`config.mk`:
```
export PLATFORM = sky130hd
export DESIGN_NAME = snoop_bus_ctrl
export DESIGN_NICKNAME = d
export VERILOG_FILES = /design/src/rtl/snoop_bus_ctrl.sv
export SDC_FILE = /design/constraint.sdc
export NUM_CORES = 1
export LEC_CHECK = 0
export CAP_MARGIN = 20
export CORE_ASPECT_RATIO = 1.5
export CORE_UTILIZATION = 35
export CTS_CLUSTER_SIZE = 40
export DETAILED_ROUTE_END_ITERATION = 8
export HOLD_SLACK_MARGIN = 0.12
export PLACE_DENSITY = 0.77
export REMOVE_ABC_BUFFERS = 1
export SLEW_MARGIN = 5
export SYNTH_ARGS = -nofsm -noshare
export SYNTH_HDL_FRONTEND = slang
export SYNTH_SLANG_ARGS = --single-unit
```
`constraint.sdc`:
```
create_clock -name clk -period 2.05 [get_ports clk]
set_clock_uncertainty 0.2 [all_clocks]
set_input_delay 0.3075 -clock clk [delete_from_list [all_inputs] [get_ports clk]]
set_output_delay 0.3075 -clock clk [all_outputs]
set_load 0.01 [all_outputs]
```
`src/rtl/snoop_bus_ctrl.sv`:
```
// Snooping bus controller: round-robin arbitration of per-core bus requests,
// peer snoop broadcast/collection, and L2 fallback for misses and write-backs.
module snoop_bus_ctrl #(
   parameter int CPU_CORES      = 4,
   parameter int LINE_ADDR_BITS = 6,
   parameter int CACHELINE_BITS = 1
) (
   input  logic                                 clk,
   input  logic                                 reset,
   input  logic [CPU_CORES-1:0]                 core_req_valid,
   input  logic [CPU_CORES*LINE_ADDR_BITS-1:0]  core_req_addr,
   input  logic [CPU_CORES*2-1:0]               core_req_type,
   input  logic [CPU_CORES*CACHELINE_BITS-1:0]  core_req_wdata,
   output logic [CPU_CORES-1:0]                 core_req_ready,
   output logic [CPU_CORES-1:0]                 core_resp_valid,
   output logic [CACHELINE_BITS-1:0]            core_resp_data,
   output logic                                 core_resp_shared,
   output logic [CPU_CORES-1:0]                 snoop_valid,
   output logic [LINE_ADDR_BITS-1:0]            snoop_addr,
   output logic [1:0]                           snoop_req,
   input  logic [CPU_CORES-1:0]                 snoop_shared,
   input  logic [CPU_CORES*CACHELINE_BITS-1:0]  snoop_data,
   output logic                                 l2_req_valid,
   output logic [LINE_ADDR_BITS-1:0]            l2_req_addr,
   output logic                                 l2_req_write,
   output logic [CACHELINE_BITS-1:0]            l2_req_wdata,
   input  logic                                 l2_req_ready,
   input  logic                                 l2_resp_valid,
   input  logic [CACHELINE_BITS-1:0]            l2_resp_data
);
   localparam int          GW     = (CPU_CORES > 1) ? $clog2(CPU_CORES) : 1;
   localparam int unsigned NCORES = CPU_CORES;

   localparam logic [2:0] IDLE    = 3'd0;
   localparam logic [2:0] BCAST   = 3'd1;
   localparam logic [2:0] COLLECT = 3'd2;
   localparam logic [2:0] L2_REQ  = 3'd3;
   localparam logic [2:0] L2_WAIT = 3'd4;
   localparam logic [2:0] RESP    = 3'd5;

   localparam logic [1:0] BUS_RD   = 2'd0;
   localparam logic [1:0] BUS_UPGR = 2'd2;
   localparam logic [1:0] BUS_WB   = 2'd3;

   logic [2:0]                state;
   logic [GW-1:0]             last_grant, gnt, next_gnt, cand, rsp_idx;
   logic                      gnt_found, rsp_found;
   logic [CPU_CORES-1:0]      gnt_mask, rsp_hits;
   logic [LINE_ADDR_BITS-1:0] req_addr;
   logic [1:0]                req_type;
   logic [CACHELINE_BITS-1:0] req_wdata, resp_data;
   logic                      resp_shared;

   // Search starts one past the last winner so every waiting core is served
   // within CPU_CORES-1 foreign transactions.
   always_comb begin
      next_gnt  = last_grant;
      gnt_found = 1'b0;
      cand      = '0;
      for (int unsigned i = 1; i <= NCORES; i++) begin
         cand = GW'((32'(last_grant) + i) % NCORES);
         if (!gnt_found && core_req_valid[cand]) begin
            gnt_found = 1'b1;
            next_gnt  = cand;
         end
      end
   end

   always_comb begin
      gnt_mask      = '0;
      gnt_mask[gnt] = 1'b1;
      rsp_hits      = snoop_shared & ~gnt_mask;
      rsp_found     = 1'b0;
      rsp_idx       = '0;
      for (int unsigned i = 0; i < NCORES; i++) begin
         if (!rsp_found && rsp_hits[GW'(i)]) begin
            rsp_found = 1'b1;
            rsp_idx   = GW'(i);
         end
      end
   end

   always_comb begin
      core_req_ready = '0;
      if (state == IDLE && gnt_found && !reset) core_req_ready[next_gnt] = 1'b1;
      snoop_valid     = (state == BCAST) ? ~gnt_mask : '0;
      core_resp_valid = (state == RESP)  ? gnt_mask  : '0;
   end

   assign core_resp_data   = resp_data;
   assign core_resp_shared = resp_shared;
   assign snoop_addr       = req_addr;
   assign snoop_req        = req_type;
   assign l2_req_valid     = (state == L2_REQ);
   assign l2_req_addr      = req_addr;
   assign l2_req_write     = l2_req_valid && (req_type == BUS_WB);
   assign l2_req_wdata     = req_wdata;

   always_ff @(posedge clk or posedge reset) begin
      if (reset) begin
         state       <= IDLE;
         last_grant  <= GW'(CPU_CORES - 1);
         gnt         <= '0;
         req_addr    <= '0;
         req_type    <= '0;
         req_wdata   <= '0;
         resp_data   <= '0;
         resp_shared <= 1'b0;
      end else begin
         case (state)
            IDLE: if (gnt_found) begin
               gnt         <= next_gnt;
               last_grant  <= next_gnt;
               req_addr    <= core_req_addr[next_gnt*LINE_ADDR_BITS +: LINE_ADDR_BITS];
               req_type    <= core_req_type[next_gnt*2 +: 2];
               req_wdata   <= core_req_wdata[next_gnt*CACHELINE_BITS +: CACHELINE_BITS];
               resp_data   <= '0;
               resp_shared <= 1'b0;
               state       <= (core_req_type[next_gnt*2 +: 2] == BUS_WB) ? L2_REQ : BCAST;
            end
            BCAST: state <= COLLECT;
            COLLECT: begin
               if (req_type == BUS_UPGR) begin
                  state <= RESP;
               end else if (rsp_found) begin
                  resp_data   <= snoop_data[rsp_idx*CACHELINE_BITS +: CACHELINE_BITS];
                  resp_shared <= (req_type == BUS_RD);
                  state       <= RESP;
               end else begin
                  state <= L2_REQ;
               end
            end
            L2_REQ: if (l2_req_ready) state <= L2_WAIT;
            L2_WAIT: if (l2_resp_valid) begin
               if (req_type != BUS_WB) resp_data <= l2_resp_data;
               state <= RESP;
            end
            RESP:    state <= IDLE;
            default: state <= IDLE;
         endcase
      end
   end
endmodule

```
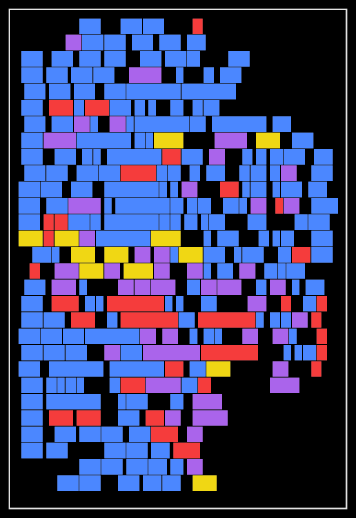
Figure 1: cell sizes after repair.
Scale: 6 px per micron.
_0 and _1 cells -> blue  # cells 199
_3 and _4 cells -> purple  # cells 43
_2 cells -> red  # cells 32
_6 and larger -> yellow  # cells 12
Signal buffers: 120
area added between synthesis and finish: 77.4%
finished layout cell area: 0.00271 sq mm

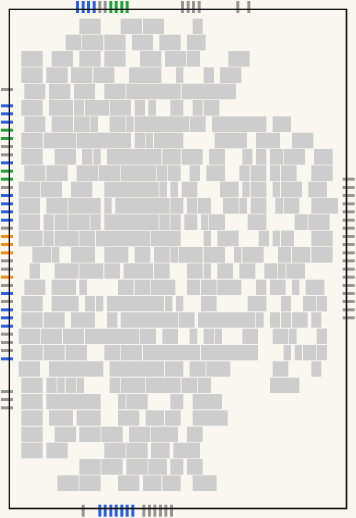
Figure 2: I/O pins on the die edge.
Scale: 6 px per micron. Pins as bars across the die edge, other pins in gray.
`core_req_type` -> green  # pins 8, direction input, edge 4 top, 4 left
`core_req_ready` -> orange  # pins 4, direction output, edge left
`core_req_addr` -> blue  # pins 24, direction input, edge 13 left, 7 bottom, 4 top
all pins by edge = 36 left, 18 right, 16 top, 14 bottom

==> results.cfg <==
; generated from flow reports
[status]
violations = setup timing
status = complete, but fails checks

[timing]
layout_setup_ws_ns = -0.158
finalSetupViolations = 8
hold_violations = 0

[finish]
final_cells = 332
largest_class = buffers
n_antenna_cell = 0

[clock_tree]
cts_resized = 71
clock_path_buffers = 2
cts_setup_buffers = 4

[synthesis]
top_cells_by_area = dfrtp_1 26%, mux2i_1 12%, mux2_2 6.6%
yosys-top-cells-count = 24 x nand2_1, 19 x mux2i_1, 16 x dfrtp_1
synth_seq_share = 0.296

[setup_path]
worstPathRequired_ns = 1.54
crit_chain = buf_6 -> nand2_2 -> a21oi_2 -> nor3_4 -> buf_6 -> and3b_1 -> buf_2

[pwr]
finalPower_mw = 3.52
sequentialPowerShare = 0.208

[floorplan]
fp.dieH_microns = 83.0

[grt]
grt_pass1_vias = 1604
grt_start_max_net_pins = 18
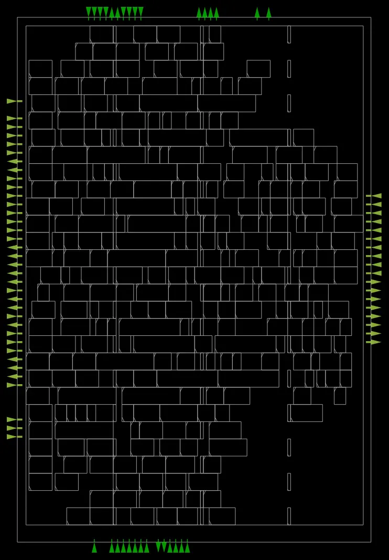
Figure 3: placement view.
FILL cells: 352
row count: 29

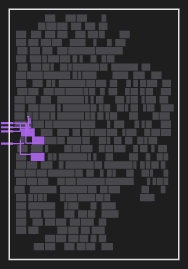
Figure 4: port wiring.
Scale: 3 px per micron.
`core_req_ready` -> purple  # bits 4, direction output, end cells 4, buffers 4, wire 57.8 microns
Top-Level Pins: 84
Port Buffers: 83

